### src/rtl/key_report_tx.sv
// Key-matrix report transmitter: frames the live key state as HEADER, data
// bytes (LSB first) and a mod-256 checksum, one byte at a time to a UART.
module key_report_tx #(
    parameter int          NUM_KEYS  = 40,
    parameter logic [7:0]  HEADER    = 8'hA5,
    parameter int          KEEPALIVE = 0
) (
    input  logic                clk,
    input  logic                rst,
    input  logic [NUM_KEYS-1:0] key_down,
    input  logic                force_send,
    output logic                uart_send,
    output logic [7:0]          uart_data,
    input  logic                uart_send_done,
    output logic                busy,
    output logic [7:0]          frame_cnt,
    output logic [3:0]          sta
);

    localparam int NB    = (NUM_KEYS + 7) / 8;
    localparam int PAD_W = NB * 8;
    localparam int IDX_W = 6;
    localparam int KA_W  = (KEEPALIVE > 1) ? $clog2(KEEPALIVE) : 1;
    localparam logic [KA_W-1:0]  KA_MAX   = (KEEPALIVE > 0) ? KA_W'(KEEPALIVE - 1) : '0;
    localparam logic [IDX_W-1:0] IDX_LAST = IDX_W'(NB + 1);
    localparam logic [IDX_W-1:0] IDX_NB   = IDX_W'(NB);

    typedef enum logic [2:0] {
        IDLE = 3'd0,
        LOAD = 3'd1,
        SEND = 3'd2,
        WAIT = 3'd3,
        GAP  = 3'd4
    } state_t;

    state_t               state;
    state_t               state_next;
    logic [PAD_W-1:0]     frame_buf;
    logic [NUM_KEYS-1:0]  last_sent;
    logic                 pending_force;
    logic [IDX_W-1:0]     byte_idx;
    logic [KA_W-1:0]      ka_cnt;
    logic [7:0]           chk;
    logic [7:0]           next_data;
    logic                 ka_hit;
    logic                 trigger;
    logic                 last_byte;

    // byte_idx names the byte on the wire: 0 = header, 1..NB = data, NB+1 = checksum
    assign ka_hit    = (KEEPALIVE > 0) && (ka_cnt == KA_MAX);
    assign trigger   = (key_down != last_sent) || force_send || pending_force || ka_hit;
    assign last_byte = (byte_idx == IDX_LAST);
    assign next_data = 8'(frame_buf >> {byte_idx, 3'b000});

    assign uart_send = (state == SEND) || (state == WAIT);
    assign busy      = (state != IDLE);
    assign sta       = {1'b0, state};

    always_ff @(posedge clk) begin
        if (rst) begin
            state <= IDLE;
        end else begin
            state <= state_next;
        end
    end

    always_comb begin
        state_next = state;
        unique case (state)
            IDLE:    if (trigger) state_next = LOAD;
            LOAD:    state_next = SEND;
            SEND:    state_next = WAIT;
            WAIT:    if (uart_send_done) state_next = last_byte ? IDLE : GAP;
            GAP:     state_next = SEND;
            default: state_next = IDLE;
        endcase
    end

    // The checksum accumulates as each data byte is staged, so it is complete
    // by the time the GAP before the final byte selects it.
    always_ff @(posedge clk) begin
        if (rst) begin
            uart_data     <= 8'd0;
            frame_cnt     <= 8'd0;
            frame_buf     <= '0;
            last_sent     <= '0;
            pending_force <= 1'b0;
            byte_idx      <= '0;
            ka_cnt        <= '0;
            chk           <= 8'd0;
        end else begin
            if (force_send && state != IDLE) begin
                pending_force <= 1'b1;
            end
            unique case (state)
                IDLE: begin
                    if (trigger) begin
                        frame_buf     <= PAD_W'(key_down);
                        last_sent     <= key_down;
                        pending_force <= 1'b0;
                        ka_cnt        <= '0;
                    end else if (ka_cnt != KA_MAX) begin
                        ka_cnt <= ka_cnt + KA_W'(1);
                    end
                end
                LOAD: begin
                    byte_idx  <= '0;
                    uart_data <= HEADER;
                    chk       <= HEADER;
                end
                WAIT: begin
                    if (uart_send_done && last_byte) begin
                        frame_cnt <= frame_cnt + 8'd1;
                    end
                end
                GAP: begin
                    byte_idx <= byte_idx + IDX_W'(1);
                    if (byte_idx < IDX_NB) begin
                        uart_data <= next_data;
                        chk       <= chk + next_data;
                    end else begin
                        uart_data <= chk;
                    end
                end
                default: begin
                end
            endcase
        end
    end

endmodule

### config.mk
export PLATFORM = sky130hd
export DESIGN_NAME = key_report_tx
export DESIGN_NICKNAME = d
export VERILOG_FILES = /design/src/rtl/key_report_tx.sv
export SDC_FILE = /design/constraint.sdc
export NUM_CORES = 1
export LEC_CHECK = 0
export CORE_UTILIZATION = 52
export CTS_BUF_LIST = sky130_fd_sc_hd__clkbuf_8
export CTS_CLUSTER_SIZE = 20
export DETAILED_ROUTE_END_ITERATION = 16
export GPL_TIMING_DRIVEN = 0
export PLACE_DENSITY = 0.8
export SKIP_LAST_GASP = 1
export SLEW_MARGIN = 20
export SYNTH_ARGS = -nofsm -noshare
export SYNTH_HDL_FRONTEND = slang
export SYNTH_SLANG_ARGS = --single-unit
### constraint.sdc
create_clock -name clk -period 3.36 [get_ports clk]
set_input_delay 0.672 -clock clk [delete_from_list [all_inputs] [get_ports clk]]
set_output_delay 0.672 -clock clk [all_outputs]
set_load 0.005 [all_outputs]
run_1/util_map.png
9 x 9 tiles, from white (low) to dark blue (high), 0 to 100% covered.
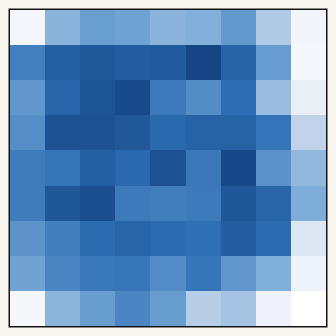
mean over tiles: 61%
tiles over 75% full: 36%
nearly empty tiles: 1.2%
fullest tile: 91%
core utilization at floorplan: 54.84%
placeable core region: 0.007370 mm^2
post-layout utilization of the core: 68.66%

run_1/pinout.png
Pins as bars across the die edge, other pins in grey.
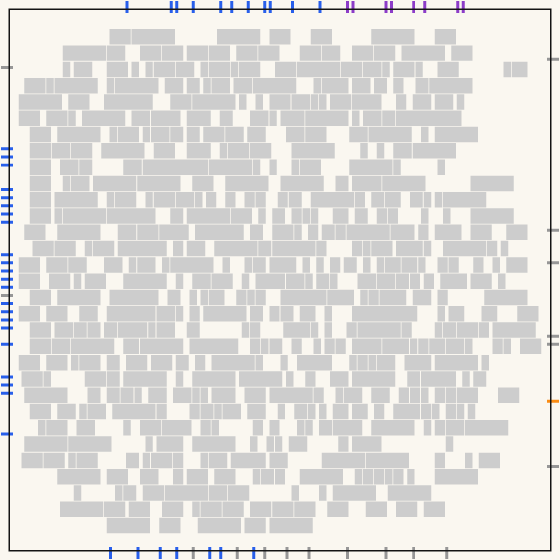
| colour | port | pins | direction | edge |
|---|---|---|---|---|
| blue | key_down | 40 | input | 22 left, 11 top, 7 bottom |
| orange | rst | 1 | input | right |
| purple | frame_cnt | 8 | output | top |

run_1/placed.png
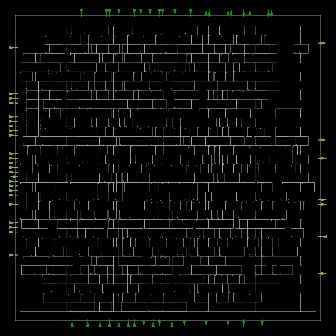
Tapcell Cnt: 99
Non-Filler Instances: 633
number of standard-cell rows in the floorplan: 31
Seq cells: 74

run_1/clock_wires.png
Bar = 20 um.
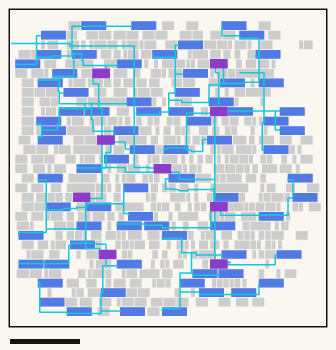
[cyan] clock wires | length: 1010 um
[purple] clock-net drivers | count: 9
[blue] flip-flops | count: 74
routed clock nets: 10
flops lie: spread over the die

==> results.json, run 1 <==
{
  "unrepaired_setup_endpoints_after_global_routing": "no",
  "final.period_utilization_pct": 92.46,
  "finalHoldWorstSlack_ns": 0.4465,
  "global_route_wire_length_before_repair_mm": 17.08,
  "synthXorXnorAreaFrac_pct": 10.19,
  "sh_comb_area_pct": 46.86,
  "crit_type": "register to register",
  "clock.fmax_ghz": 0.3219,
  "hp-start": "uart_data[4]",
  "adder_share_pct": 3.901,
  "yosys-dominant-comb-family": "simple AND/OR/NAND/NOR gates",
  "power_density_mw_per_mm2": 451.2,
  "timing.final.max_slew_violations": 0,
  "synthesis.instances": 455,
  "die_width_um": 90.16,
  "warning_count": 28,
  "reg2reg_setup_slack_ns": 0.25,
  "place.gp.congestion": 0.8746,
  "synth-main-ff-cell": "dfxtp_1",
  "diodes": 0,
  "finalHoldViolations": 0,
  "detailed_place.area_mm2": 0.004806,
  "post_synth_edffs": 0,
  "crit_path_max_incr_delay_ns": 0.47,
  "rr_startpoint": "byte_idx[2]",
  "post_cts_resized": 0,
  "net_count_synth": 511,
  "yosys.area_share.simple_pct": 21.70,
  "globalRouteOverflowTotal": 0,
  "clk_root_buffer_cell": "clkbuf_8",
  "final-comb-area_mm2": 0.002371,
  "cp_data_arrival_time_ns": 3.37,
  "synth_compound_gate_area_share_pct": 8.297,
  "post_cts_buffers": 0,
  "worst-r2r-cell-count": 11,
  "pin_count_of_the_biggest_net_entering_global_routing": 13,
  "crit_path_start_kind": "register",
  "drt_drc_violations_left": 0,
  "final.min_clock_period_ns": 3.107,
  "cp-end-kind": "register",
  "groute.layer.met1.usage_pct": 32.22,
  "cp.required_ns": 3.62,
  "area.share.sequential_pct": 29.30,
  "post_cts_hold_buffer_count": 0,
  "yosys-top-cells-area": "dfxtp_1 (37%), mux2i_1 (10%), xnor2_1 (8.5%)",
  "yosysTopAreaCellShare_pct": 36.66,
  "synth.ff_latch_count": 74,
  "die_area_mm2": 0.008129,
  "dominant_cell_type_by_area_after_synthesis": "dfxtp_1",
  "detail_route.wirelength.met1_mm": 4.297,
  "initialDrtViolationCount": 284,
  "ioPinCount": 66,
  "synth.cell_area_mm2": 0.004041,
  "dp_worst_setup_slack_ns": 0.1294,
  "avgSynthCellArea_um2": 8.882,
  "crit_path_cell_trace": "buf_2 -> or2_0 -> mux4_2 -> and3_1 -> ha_1 -> nand2_1 -> o211ai_1 -> o41ai_2 -> xor2_1 -> a211oi_1 -> a311oi_1",
  "die_height_um": 90.16,
  "wl_mm": 10.24,
  "met3WireLength_um": 589,
  "mostFrequentLayoutCells": "nor2_1 (73), dfxtp_1 (73), clkdlybuf4s50_1 (64)",
  "wire_per_inst_um": 16.18,
  "crit_fanout": 10,
  "p_total_uw": 2283,
  "max_transition_margin_pct": 57.25,
  "nonClockBufferCount": 86,
  "critPathCapture": "chk[7]",
  "drt-vias-per-instance": 5.687,
  "run_status": "completed",
  "final.setup.worst_slack_ns": 0.2532,
  "ir_worst_vdd_mv": 0.2559,
  "clock_sink_count": 74,
  "overall_via_count_from_detail_route": 3600,
  "final_antenna_net_count": 0
}
-- run 1: Yosys cell counts (2+ instances only) --
| cell type | count |
|---|---|
| a211oi_1 | 3 |
| a21oi_1 | 16 |
| a221oi_1 | 3 |
| a22oi_1 | 2 |
| a31oi_1 | 2 |
| and2_1 | 2 |
| and3_1 | 8 |
| buf_2 | 4 |
| buf_6 | 4 |
| clkbuf_1 | 13 |
| dfxtp_1 | 74 |
| ha_1 | 11 |
| inv_1 | 19 |
| mux2i_1 | 42 |
| mux4_2 | 7 |
| nand2_1 | 23 |
| nand2b_1 | 5 |
| nand3_1 | 10 |
| nand3_2 | 2 |
| nand4_1 | 13 |
| nor2_1 | 73 |
| nor2b_1 | 2 |
| nor3_1 | 17 |
| nor3_4 | 2 |
| nor4_1 | 2 |
| nor4b_1 | 2 |
| o21a_1 | 2 |
| o21ai_0 | 12 |
| o21ai_1 | 4 |
| or2_0 | 5 |
| or2_1 | 3 |
| or3_1 | 2 |
| xnor2_1 | 39 |
| xor2_1 | 8 |
-- run 1: worst max-delay path, delay by kind of cell (launching register included) --
family,cells,cell delay (ns)
buffers and inverters,1,0.21
xor gates and xnor gates,1,0.22
muxes,1,0.47
DFF,1,0.36
AOI/OAI and AO/OA,4,0.84
adders and majority gates,1,0.36
and+or+nand+nor,3,0.56
-- run 1: flip-flops by register name, indices dropped and copies added (netlist names) --
name	flops
pending_force	1
uart_data	8
last_sent	40
byte_idx	6
frame_cnt	8
chk	8
state	3
-- run 1: where the power goes --
group / leakage (uW) / switching [uW] / internal (uW) / total (uW)
clock network: 0.000118 / 348 / 508 / 856
logic: 0.00123 / 208 / 229 / 436
registers: 0.000607 / 54.8 / 935 / 990
==> run 1 -> run 2 <==
PLACE_DENSITY = not set   (was 0.8)
PLACE_DENSITY_LB_ADDON = 0.08   (was not set)
run_2/placed.png
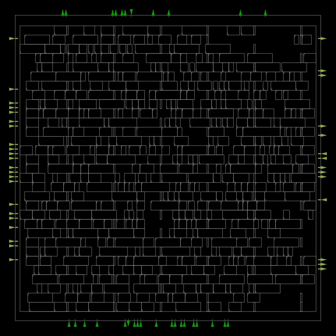
Non-Filler Instances: 634
post-layout utilization of the core: 67.95%
flop share of the area: 29.59%
fill count: 613

==> run 2 against run 1 <==
Net effect:
- total power shrank 7.2%
- register-to-register slack got worse by 0.08 ns
- sequential cell count is the same
- final area decreased by 1.0%
- first-iteration DRC count shrank 13%
- critical path depth fell by 1
- core utilization shrank 0.71 points
- clock skew increased by 0.0013 ns
- global-route usage is 0.18 points lower
- area after synthesis is the same
- combinational power barely moved
==> results.json, run 2 <==
{
  "sequential_power_uw": 991,
  "cts_buffers": 9,
  "share_clk_of_total_power_pct": 32.8,
  "synth.most_common_cell": "dfxtp_1",
  "cp_data_arrival_time_ns": 3.45,
  "mostFrequentLayoutCells": "dfxtp_1 (74), nor2_1 (73), clkdlybuf4s50_1 (64)",
  "run_status": "completed",
  "power.net_switching_uw": 597.2,
  "rows": 31,
  "setup-violations-final": 0,
  "met3WireLength_um": 641,
  "synth-main-ff-cell": "dfxtp_1",
  "place.gp.congestion": 0.8973,
  "clock.fmax_ghz": 0.3138,
  "combinational_share_of_power_pct": 20.5,
  "synth.cell_area_mm2": 0.004041,
  "finalHoldViolations": 0,
  "critPathCapture": "chk[7]",
  "synth.ff_latch_count": 74,
  "timing.final.max_slew_violations": 0,
  "unrepaired_setup_endpoints_after_global_routing": "no",
  "ir_worst_vdd_mv": 0.2458,
  "critical_path_buf_inv_count": 1,
  "final.period_utilization_pct": 94.83,
  "die_height_um": 90.16,
  "post_cts_buffers": 0,
  "die_width_um": 90.16,
  "ioPinCount": 66,
  "cpLargestDelayFamily": "AND-OR/OR-AND gates",
  "final_antenna_net_count": 0,
  "registers.top_by_ff_count": "last_sent",
  "final.min_clock_period_ns": 3.186,
  "max_transition_margin_pct": 49.25,
  "post_synth_edffs": 0,
  "crit_path_start_kind": "register",
  "dominant_cell_type_by_area_after_synthesis": "dfxtp_1",
  "globalRouteOverflowTotal": 0,
  "detail_route.wirelength.met1_mm": 4.464,
  "die_area_mm2": 0.008129,
  "overall_via_count_from_detail_route": 3453,
  "switching_fraction_pct": 28.18,
  "crit_path_cell_trace": "clkbuf_4 -> mux4_2 -> and3_1 -> ha_1 -> a21oi_1 -> o211ai_1 -> o41ai_1 -> xor2_1 -> a211oi_1 -> a311oi_1",
  "crit_fanout": 10,
  "drt_drc_violations_left": 0,
  "internal_power_uw": 1522,
  "clock_sink_count": 74,
  "fp_util_pct": 54.84,
  "post_cts_hold_buffer_count": 0,
  "initialDrtViolationCount": 248,
  "crit_path_max_incr_delay_ns": 0.52,
  "powerComb_uw": 433,
  "design.core.area_mm2": 0.007370,
  "wl_mm": 10.16,
  "power-top-group": "sequential cells",
  "drt-vias-per-instance": 5.446,
  "yosysTopAreaCellShare_pct": 36.66,
  "power.sequential.fraction_pct": 46.8,
  "global_route_wire_length_before_repair_mm": 16.68,
  "warning_count": 28,
  "final-comb-area_mm2": 0.002364,
  "largest_register_ff_count": 40,
  "rr_startpoint": "byte_idx[1]",
  "powerClk_uw": 694,
  "diodes": 0,
  "reg2reg_setup_slack_ns": 0.17,
  "path_depth": 10,
  "net_count_synth": 511,
  "synthesis.instances": 455,
  "avgSynthCellArea_um2": 8.882,
  "pin_count_of_the_biggest_net_entering_global_routing": 13
}
run_2/util_map.png
9 x 9 tiles, from white (low) to dark blue (high), 0 to 100% covered.
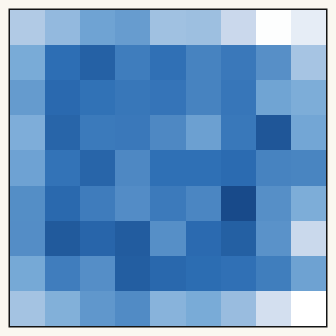
nearly empty tiles: 2.5%
tiles over 75% full: 20%
mean over tiles: 60%
fullest tile: 89%

-- run 2: final cells by class --
class | count | share of cell area [%]
multi-input cells | 339 | 47.20
flip-flops and latches | 74 | 29.59
repair buffers | 64 | 12.79
clock buffers | 10 | 2.749
plain buffers | 22 | 2.524
well taps | 99 | 2.474
inverters | 20 | 1.499
clock inverters | 6 | 1.174
-- run 2: stage by stage --
stage	util (%)	instances	hold WS, ns	instance area [um^2]	setup WS (ns)
after global routing	67.95	634	0.4813	5007	0.008684
final	67.95	634	0.4490	5007	0.1737
after detailed placement	65.21	618	0.4438	4806	0.2036
after CTS	67.88	634	0.4545	5002	0.1737
after floorplan	-	455	0.4449	4041	0.5618
after global placement	65.21	618	0.4406	4806	0.2274
-- run 2: metal layers --
metal	vias to the layer above	global-route usage [%]
met5	-	0
met4	0	7.930
met3	14	6.176
met2	99	44.15
met1	1614	33.85
li1	1726	-
-- run 2: what timing repair did --
action                                  CTS  global route
endpoints found under the setup margin    0             1
gates resized                             0             5
hold endpoints to repair                  0             0
-- run 2: cells by family (layout without fill, tap and decap cells) --
logic type	after synthesis	after routing	synth area share [%]
simple gates	176	176	21.70
flops	74	74	36.66
compound gates	54	54	8.298
mux	49	49	14.30
xor+xnor	47	47	10.19
buf+inv	42	122	4.861
fa+ha+maj	12	12	3.901
other cells	1	1	0.09279
-- run 2: worst min-delay path by stage --
| stage | start | to | depth (start not counted) |
|---|---|---|---|
| detailed placement | uart_data[3] | uart_data[3] | 2 |
| floorplan | uart_data[1] | uart_data[1] | 2 |
| CTS | uart_data[3] | uart_data[3] | 2 |
| global placement | uart_data[1] | uart_data[1] | 2 |
| finish | uart_data[3] | uart_data[3] | 2 |
| global route | uart_data[3] | uart_data[3] | 2 |
==> run 2 -> run 3 <==
SLEW_MARGIN = 30   (was 20)
run_3/util_map.png
9 x 9 tiles, from white (low) to dark blue (high), 0 to 100% covered.
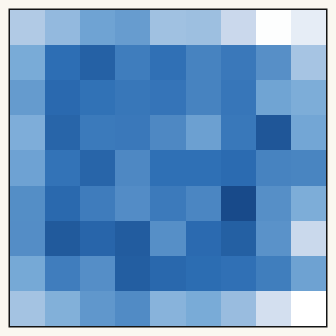
tiles over 75% full: 20%
mean over tiles: 60%
fullest tile: 89%
nearly empty tiles: 2.5%

==> run 3 against run 2 <==
Net effect:
- combinational power barely moved
- total power is the same
- synthesized cell count is the same
- hold slack unchanged
- sequential share of layout area unchanged
- die area stayed put
- critical path depth stayed put
- non-clock buffer count unchanged
- critical endpoint unchanged
==> results.json, run 3 <==
{
  "warning_count": 28,
  "internal_power_uw": 1522,
  "cpLargestDelayFamily": "AND-OR/OR-AND gates",
  "overall_via_count_from_detail_route": 3453,
  "power.net_switching_uw": 597.2,
  "crit_fanout": 10,
  "synth.ff_latch_count": 74,
  "largest_register_ff_count": 40,
  "dr.pass1.iters": 4,
  "path_depth": 10,
  "combinational_share_of_power_pct": 20.5,
  "crit_path_start_kind": "register",
  "unrepaired_setup_endpoints_after_global_routing": "no",
  "fin_worst_skew_ns": 0.01091,
  "run_status": "completed",
  "ir_worst_vdd_mv": 0.2458,
  "post_cts_buffers": 0,
  "clock.fmax_ghz": 0.3138,
  "avgSynthCellArea_um2": 8.882,
  "synth.most_common_cell": "dfxtp_1",
  "final.fill_count": 613,
  "synth-main-ff-cell": "dfxtp_1",
  "post_cts_hold_buffer_count": 0,
  "hold_depth": 2,
  "cp_data_arrival_time_ns": 3.45,
  "registers.top_by_ff_count": "last_sent",
  "fp_util_pct": 54.84,
  "final.min_clock_period_ns": 3.186,
  "crit_path_max_incr_delay_ns": 0.52,
  "final.period_utilization_pct": 94.83,
  "pin_count_of_the_biggest_net_entering_global_routing": 13,
  "rows": 31,
  "post_synth_edffs": 0,
  "max_transition_margin_pct": 49.25,
  "post_cts_resized": 0,
  "detail_route.wirelength.met1_mm": 4.464,
  "yosysTopAreaCellShare_pct": 36.66,
  "power.sequential.fraction_pct": 46.8,
  "netlist_top_cells_count": "dfxtp_1 (74), nor2_1 (73), mux2i_1 (42), xnor2_1 (39), nand2_1 (23)",
  "grt.met3_usage_pct": 6.176,
  "net_count_synth": 511,
  "finalHoldViolations": 0,
  "grt.met2_usage_pct": 44.15,
  "yosys-top-cells-area": "dfxtp_1 (37%), mux2i_1 (10%), xnor2_1 (8.5%)",
  "setup-violations-final": 0,
  "met3WireLength_um": 641,
  "diodes": 0,
  "globalRouteOverflowTotal": 0,
  "post_synth_num_cell_types": 53,
  "ioPinCount": 66,
  "groute.layer.met1.usage_pct": 33.85,
  "crit_path_cell_trace": "clkbuf_4 -> mux4_2 -> and3_1 -> ha_1 -> a21oi_1 -> o211ai_1 -> o41ai_1 -> xor2_1 -> a211oi_1 -> a311oi_1",
  "final_antenna_net_count": 0,
  "place.gp.congestion": 0.8973,
  "drt-vias-per-instance": 5.446,
  "die_area_mm2": 0.008129,
  "area_growth_syn_to_layout_pct": 23.90,
  "wl_mm": 10.16,
  "critical_path_buf_inv_count": 1,
  "drt_drc_violations_left": 0,
  "detailed_place.area_mm2": 0.004806,
  "mostFrequentLayoutCells": "dfxtp_1 (74), nor2_1 (73), clkdlybuf4s50_1 (64)",
  "design.core.area_mm2": 0.007370,
  "synthesis.instances": 455,
  "share_clk_of_total_power_pct": 32.8,
  "clock_sink_count": 74,
  "top_usage_layer": "met2",
  "initialDrtViolationCount": 248
}
run_3/pinout.png
Pins as bars across the die edge, other pins in grey.
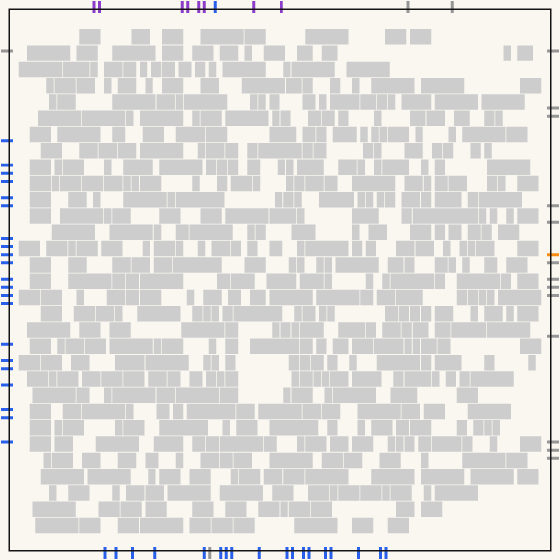
| colour | port | pins | direction | edge |
|---|---|---|---|---|
| blue | key_down | 40 | input | 21 left, 18 bottom, 1 top |
| purple | frame_cnt | 8 | output | top |
| orange | rst | 1 | input | right |
horizontal die size: 90.16 um
Die Height: 90.16 um
number of port buffers: 64

run 3: cells by family after synthesis:
kind of cell / Yosys count / share of synthesized area, %
AND/OR/NAND/NOR: 176 / 21.70
flip-flops: 74 / 36.66
AND-OR/OR-AND: 54 / 8.298
multiplexers: 49 / 14.30
XOR/XNOR: 47 / 10.19
buffers and inverters: 42 / 4.861
adder cells (fa/ha/maj): 12 / 3.901
other: 1 / 0.09279
run 3: per-stage QoR:
step	std cells	util, %	setup WS [ns]
CTS	634	67.88	0.1737
global placement	618	65.21	0.2274
finish	634	67.95	0.1737
global route	634	67.95	0.008684
detailed placement	618	65.21	0.2036
floorplan	455	-	0.5618
run 3: area by class of cell:
class	instances	area, um^2	area share (%)
flip-flops and latches	74	1481	29.59
repair buffers	64	640.6	12.79
inverters	20	75.07	1.499
well taps	99	123.9	2.474
clock buffers	10	137.6	2.749
plain buffers	22	126.4	2.524
multi-input cells	339	2364	47.20
clock inverters	6	58.81	1.174
run 3: worst reg2reg max path, delay by kind of cell, from the launching register on:
kind / cells / cell delay [ns]
flops: 1 / 0.45
simple gates: 1 / 0.21
compound gates: 5 / 1.11
buf+inv: 1 / 0.29
fa+ha+maj: 1 / 0.28
xor+xnor: 1 / 0.23
mux: 1 / 0.52
run 3: path summary, 6_finish.rpt:
path / startpoint / slack [ns] / endpoint
worst max-delay path: byte_idx[1] / 0.17 / chk[7]
worst max register to register: byte_idx[1] / 0.17 / chk[7]
worst min register to register: uart_data[3] / 0.45 / uart_data[3]
worst min-delay path: uart_data[3] / 0.45 / uart_data[3]
run 3: power groups by stage:
stage	clock [uW]	combinational, uW	sequential [uW]
2_1_floorplan	0	284	995
3_3_place_gp	0	424	1010
3_5_place_dp	0	431	1010
4_1_cts	705	433	990
5_1_grt	750	473	999
6_report	694	433	991
Power figures rest on the tool's default switching activity, not on a simulated workload.
